### src/rtl/hazard_forward_ctrl.sv
// hazard_forward_ctrl
//   ID-stage forwarding and load-use hazard controller. A small shift register
//   (entry 0 = EX ... entry NUM_STG-1 = WB) records every instruction that leaves
//   ID. Each ID source is compared against the tracked destinations to pick a
//   forwarding source and to detect reads of load data that is not ready yet.
//
// Ports
//   clk, rst_n         clock (rising edge), asynchronous active-low reset
//   id_valid_i         ID holds a valid instruction
//   id_regwrite_i      ID instruction writes rd
//   id_is_load_i       ID instruction is a load
//   id_dest_i          ID rd
//   id_src_i           ID sources, src k at [k*REG_AW +: REG_AW]
//   mem_stall_i        memory stall, freezes the whole tracker
//   flush_i            IF/ID instruction is being squashed
//   fwd_sel_o          per source: 0 = register file, s+1 = result of stage s
//   stall_o            load-use stall, hold PC and IF/ID
//   perf_stall_cnt_o   count of advancing load-use stall cycles
//
// Configuration
//   HAZ_PERF_CNT_EN    when defined, builds the 32-bit stall counter; otherwise
//                      perf_stall_cnt_o is tied to zero and no counter exists.
//
// SEL_W must be at least clog2(NUM_STG+1) so that every stage select fits.

module hazard_forward_ctrl #(
    parameter int unsigned REG_AW   = 5,
    parameter int unsigned NUM_SRC  = 2,
    parameter int unsigned NUM_STG  = 3,
    parameter int unsigned LOAD_STG = 1,
    parameter int unsigned SEL_W    = 2
) (
    input  logic                       clk,
    input  logic                       rst_n,
    input  logic                       id_valid_i,
    input  logic                       id_regwrite_i,
    input  logic                       id_is_load_i,
    input  logic [REG_AW-1:0]          id_dest_i,
    input  logic [NUM_SRC*REG_AW-1:0]  id_src_i,
    input  logic                       mem_stall_i,
    input  logic                       flush_i,
    output logic [NUM_SRC*SEL_W-1:0]   fwd_sel_o,
    output logic                       stall_o,
    output logic [31:0]                perf_stall_cnt_o
);

    // ------------------------------------------------------------------
    // In-flight writer tracking
    // ------------------------------------------------------------------
    logic [NUM_STG-1:0] vld_q;
    logic [NUM_STG-1:0] wr_q;
    logic [NUM_STG-1:0] ld_q;
    logic [REG_AW-1:0]  dst_q [NUM_STG];

    logic advance;
    logic take_id;

    assign advance = ~mem_stall_i;
    // A stalled or flushed ID instruction is replaced by a bubble in EX.
    assign take_id = id_valid_i & ~stall_o & ~flush_i;

    always_ff @(posedge clk or negedge rst_n) begin
        if (!rst_n) begin
            vld_q <= '0;
            wr_q  <= '0;
            ld_q  <= '0;
            for (int unsigned s = 0; s < NUM_STG; s++) begin
                dst_q[s] <= '0;
            end
        end else if (advance) begin
            for (int unsigned s = 1; s < NUM_STG; s++) begin
                vld_q[s] <= vld_q[s-1];
                wr_q[s]  <= wr_q[s-1];
                ld_q[s]  <= ld_q[s-1];
                dst_q[s] <= dst_q[s-1];
            end
            vld_q[0] <= take_id;
            wr_q[0]  <= take_id & id_regwrite_i;
            ld_q[0]  <= take_id & id_is_load_i;
            dst_q[0] <= take_id ? id_dest_i : '0;
        end
    end

    // ------------------------------------------------------------------
    // Source matching
    // ------------------------------------------------------------------
    // A stage only counts as a writer when it targets a real register;
    // x0 is hard-wired and must never be forwarded or stall anything.
    logic [NUM_STG-1:0] writer;

    always_comb begin
        writer = '0;
        for (int unsigned s = 0; s < NUM_STG; s++) begin
            writer[s] = vld_q[s] & wr_q[s] & (dst_q[s] != '0);
        end
    end

    logic [NUM_STG-1:0] hit [NUM_SRC];

    always_comb begin
        for (int unsigned k = 0; k < NUM_SRC; k++) begin
            hit[k] = '0;
            for (int unsigned s = 0; s < NUM_STG; s++) begin
                hit[k][s] = writer[s] & (dst_q[s] == id_src_i[k*REG_AW +: REG_AW]);
            end
        end
    end

    // ------------------------------------------------------------------
    // Forwarding select: youngest (lowest index) matching stage wins
    // ------------------------------------------------------------------
    logic [SEL_W-1:0] sel [NUM_SRC];

    always_comb begin
        for (int unsigned k = 0; k < NUM_SRC; k++) begin
            logic found;
            found  = 1'b0;
            sel[k] = '0;
            for (int unsigned s = 0; s < NUM_STG; s++) begin
                if (!found && hit[k][s]) begin
                    sel[k] = SEL_W'(s + 1);
                    found  = 1'b1;
                end
            end
        end
    end

    always_comb begin
        fwd_sel_o = '0;
        for (int unsigned k = 0; k < NUM_SRC; k++) begin
            fwd_sel_o[k*SEL_W +: SEL_W] = sel[k];
        end
    end

    // ------------------------------------------------------------------
    // Load-use detection
    // ------------------------------------------------------------------
    // Stages before LOAD_STG have not produced load data yet; any matching
    // load there forces a stall, even when a younger non-load also matches.
    logic [NUM_STG-1:0] early_load;
    logic               load_hit;

    always_comb begin
        early_load = '0;
        for (int unsigned s = 0; s < NUM_STG; s++) begin
            early_load[s] = ld_q[s] & (s < LOAD_STG);
        end
    end

    always_comb begin
        load_hit = 1'b0;
        for (int unsigned k = 0; k < NUM_SRC; k++) begin
            load_hit = load_hit | (|(hit[k] & early_load));
        end
    end

    // Flush wins over a load-use stall: the instruction is being dropped anyway.
    assign stall_o = id_valid_i & ~flush_i & load_hit;

    // ------------------------------------------------------------------
    // Performance counter
    // ------------------------------------------------------------------
`ifdef HAZ_PERF_CNT_EN
    logic [31:0] perf_cnt_q;

    // Frozen cycles are not counted; only cycles that actually insert a bubble.
    always_ff @(posedge clk or negedge rst_n) begin
        if (!rst_n) begin
            perf_cnt_q <= 32'd0;
        end else if (stall_o && advance) begin
            perf_cnt_q <= perf_cnt_q + 32'd1;
        end
    end

    assign perf_stall_cnt_o = perf_cnt_q;
`else
    assign perf_stall_cnt_o = 32'd0;
`endif

endmodule
### config.mk
export PLATFORM = sky130hd
export DESIGN_NAME = hazard_forward_ctrl
export DESIGN_NICKNAME = d
export VERILOG_FILES = /design/src/rtl/hazard_forward_ctrl.sv
export SDC_FILE = /design/constraint.sdc
export NUM_CORES = 1
export LEC_CHECK = 0
export ABC_CLOCK_PERIOD_IN_PS = 1700
export CORE_MARGIN = 2
export CORE_UTILIZATION = 25
export CTS_BUF_LIST = sky130_fd_sc_hd__clkbuf_8
export CTS_CLUSTER_DIAMETER = 40
export DETAILED_ROUTE_END_ITERATION = 10
export GPL_TIMING_DRIVEN = 0
export MAX_ROUTING_LAYER = met4
export PLACE_DENSITY_LB_ADDON = 0.25
export SYNTH_ARGS = -nofsm -noshare
export SYNTH_HDL_FRONTEND = slang
export SYNTH_SLANG_ARGS = --single-unit
### constraint.sdc
create_clock -name clk -period 1.7 [get_ports clk]
set_input_delay 0.34 -clock clk [delete_from_list [all_inputs] [get_ports clk]]
set_output_delay 0.34 -clock clk [all_outputs]
set_load 0.02 [all_outputs]
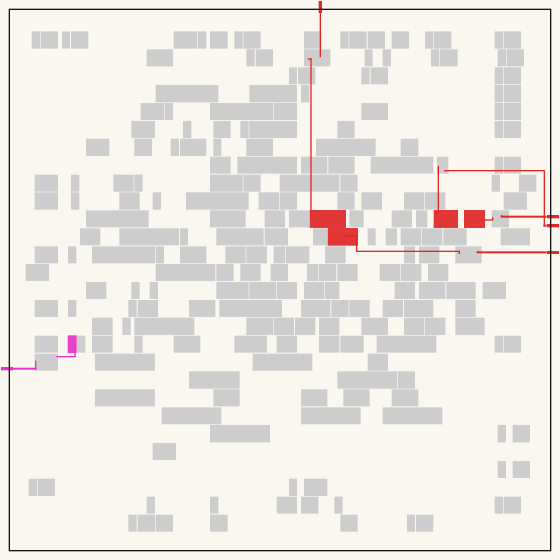
Figure 1: nets reached from selected ports.
Red is fwd_sel_o, direction output, end cells 4, buffers 4, wire 103 um. Magenta is id_regwrite_i, direction input, end cells 1, buffers 1, wire 9.10 um.
IO Pins: 59
count of buffers inserted at the top-level ports: 25

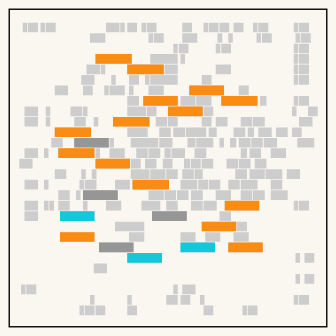
Figure 2: sequential cells colored by netlist name.
Other sequential cells in the stronger gray, the rest of the logic in the fainter gray.
Orange is dst_q, flops 15. Cyan is wr_q, flops 3.
Another 4 sequential cells are not colored.

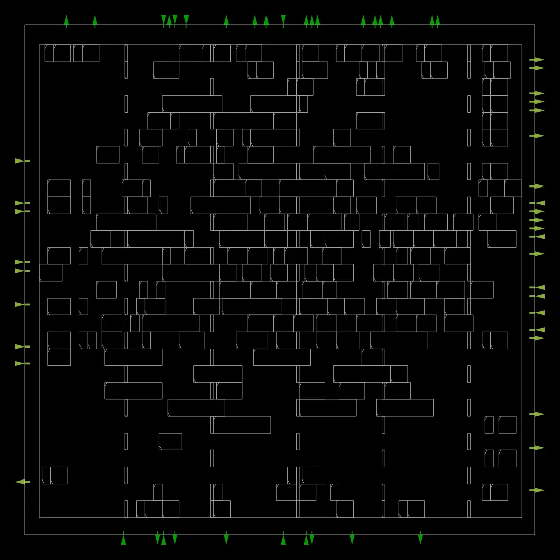
Figure 3: cell outlines without signal wires.
Flops: 22
Filler cells: 616

==> impl_metrics.env <==
# source this file to load flow results
export IMPL_ys_chip_area_mm2=0.001524
export IMPL_ys_sh_mux_pct=10.34
export IMPL_die_h_um=82.08
export IMPL_routedWlPerCell_um=12.02
export IMPL_rrSetupSlack_ns=-0.18
export IMPL_dpl_cell_count=285
export IMPL_synth_flops=22
export IMPL_cts_buffers=3
export IMPL_yosysUniqueCellTypes=28
export IMPL_drtIter0Drc=37
export IMPL_yosysWarnings=0
export IMPL_clk_pin_slew_worst_paths_ns=0.08
export IMPL_async_reset_ff_share_pct=100.0
export IMPL_worstPathArrival_ns=2.03
export IMPL_critPathRequiredTime_ns=1.36
export IMPL_worstSkewPairLatency_ns=0.26
export IMPL_critPathCapture="stall_o"
export IMPL_fp_coreArea_mm2=0.005921
export IMPL_drcViolationCount=0
export IMPL_postLayoutCellArea_mm2=0.002266
export IMPL_cp_slowest_cell="or4_4"
export IMPL_clock_sinks=22
export IMPL_place_hpwl_um=2773
export IMPL_setup_viol=13
export IMPL_post_route_min_period_ns=2.368
export IMPL_post_place_ws_ns=-1.474
export IMPL_status="complete, but fails checks"
export IMPL_syn_area_mm2=0.001524
export IMPL_peakVddDrop_mv=0.2324
export IMPL_syn_area_per_cell_um2=9.896
export IMPL_h_tree_depth=1
export IMPL_crit_type="flop to output pin"
export IMPL_ant_nets=0
export IMPL_ys_sh_simple_pct=10.84
export IMPL_routed_wl_um=3630
export IMPL_finalHoldViolCount=0
export IMPL_ys_sh_xor_pct=17.24
export IMPL_setup_tns_ns=-4.284
export IMPL_logic_family="XOR/XNOR gates"
export IMPL_antenna_found_initial=0
export IMPL_fin_crit_sh_pct=139.3
export IMPL_path_cells="or4_4 -> o211ai_4 -> buf_12 -> a211oi_4 -> and3b_2 -> buf_6"
export IMPL_placed_cell_area_mm2=0.001997
export IMPL_total_power_mw=1.346
export IMPL_grt_max_degree=23
export IMPL_slowest_delay_ns=0.53
export IMPL_fp_utilization_pct=25.74
export IMPL_grt_pass1_wl_um=5699
export IMPL_vias=1208
export IMPL_rr_worst_depth=7
export IMPL_ys_sh_adder_pct=0
export IMPL_vias_per_cell=4.000
export IMPL_crit_path_start_kind="flop"
export IMPL_common_cells="buf_4, dfrtp_1, xnor2_1"
export IMPL_ff_type="dfrtp_1"
export IMPL_violations="negative setup slack"
export IMPL_fin_cells=302
export IMPL_holdPathEnd="ld_q[0]$_DFFE_PN0N_"
export IMPL_setup_slack_ns=-0.6676
export IMPL_hold_path_class="flop to flop"
export IMPL_finClkSkew_ns=0.002037
export IMPL_syn_inst=154
export IMPL_ys_cells=154
export IMPL_top_cell="buf_4"
export IMPL_final_util_pct=38.27
export IMPL_grt_pass1_vias=1118
export IMPL_whs_ns=0.4855
export IMPL_max_cap_violations=0
export IMPL_grt_setup_unrepaired="yes"
export IMPL_cts_tree="done"
export IMPL_drive_above_1_share_pct=42.29
export IMPL_grt_total_usage_pct=11.72
export IMPL_top_cells_by_area="dfrtp_1, buf_4, mux2_2, xnor2_1, xor2_1"
export IMPL_die_area_mm2=0.006736
export IMPL_tool_warnings=29
export IMPL_critPathMaxFanout=3
export IMPL_final_max_slew_viol_count=0
export IMPL_cts_max_path_buffers=2
export IMPL_crit_start="dst_q[12]$_DFFE_PN0N_"
export IMPL_rows=28
export IMPL_cts_hold_buffers=0
export IMPL_cts_root_buf="clkbuf_8"
export IMPL_max_slew_margin_pct=33.43
export IMPL_r2r_end="dst_q[11]$_DFFE_PN0N_"
export IMPL_crit_path_end_kind="output pin"
export IMPL_drtPass1Iterations=4
export IMPL_holdPathStages=2
export IMPL_synthToLayoutAreaGrowth_pct=48.69
export IMPL_synthAoiAreaFrac_pct=8.210
export IMPL_edf_count=0
export IMPL_ys_seq_share_pct=36.12
export IMPL_final_nets=251
export IMPL_synth_top_cell_area_share_pct=36.12
export IMPL_hp_start="ld_q[0]$_DFFE_PN0N_"
export IMPL_largest_area_cell="dfrtp_1"
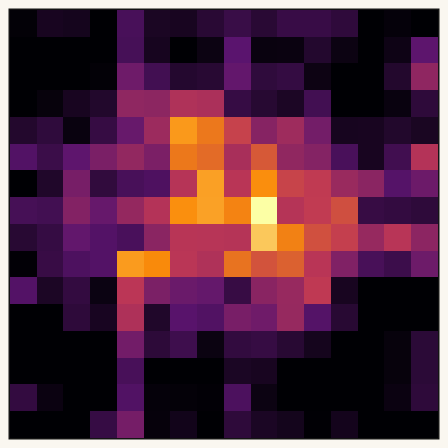
Figure 4: wiring heat map.
The die is cut into 16 by 16 equal tiles; black is low, pale yellow is high, scaled to the fullest tile. Values are wire area over tile area, all layers added.
The densest ninth of the die: center. 10% of the tiles are over half the peak. 27% of the tiles are nearly empty. The emptiest ninth of the die: south-east.

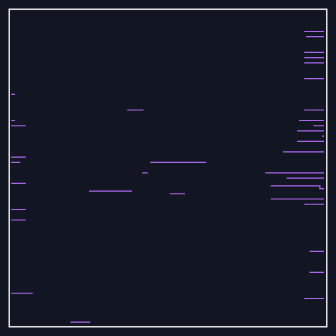
Figure 5: signal wires on met3.
34 nets have wire on it. The layer holds 5.5% of the routed length.

[power breakdown]
| group | internal [mW] | leakage, nW | switching, mW |
|---|---|---|---|
| Combinational | 0.208 | 0.793 | 0.195 |
| Clock | 0.158 | 0.0216 | 0.168 |
| Sequential | 0.566 | 0.285 | 0.0508 |
[critical path: cells and delay by family, from the launching register on]
family                 cells  cell delay (ns)
and+or+nand+nor            2             0.75
AOI/OAI and AO/OA          2             0.29
DFF                        1             0.45
buffers and inverters      2             0.28
[final cells by class]
| type | instances | area [um2] | share of cell area [%] |
|---|---|---|---|
| clock buffer | 3 | 41.29 | 1.822 |
| sequential | 22 | 559.3 | 24.68 |
| tap | 75 | 93.84 | 4.141 |
| buffer | 35 | 251.5 | 11.10 |
| timing repair buffer | 39 | 389.1 | 17.17 |
| multi-input combinational | 126 | 923.4 | 40.75 |
| inverter | 2 | 7.507 | 0.3313 |
[placed cells by master, fill, tap and decap left out, types with 7 or more instances in the layout]
| cell | count |
|---|---|
| buf_4 | 44 |
| clkdlybuf4s50_1 | 15 |
| conb_1 | 32 |
| dfrtp_1 | 15 |
| dfrtp_2 | 7 |
| mux2_2 | 14 |
| nand2_1 | 15 |
| o21ai_2 | 8 |
| xnor2_1 | 16 |
| xor2_1 | 14 |
[layer usage]
layer	up-vias	routed length [um]	track usage, %
li1	608	-	-
met1	558	1669	15.50
met2	38	1711	17.89
met3	4	199	1.319
met4	0	50	5.500
met5	-	0	-
[registers in the layout, indices dropped and copies added, names as in the netlist]
register and cells:
ld_q 1, vld_q 3, wr_q 3, dst_q 15
[timing repair]
action	in CTS	in global routing
pin swaps	3	15
resized	45	21
setup endpoints to repair	13	13
setup buffers	12	2
Power figures rest on the tool's default switching activity, not on a simulated workload.
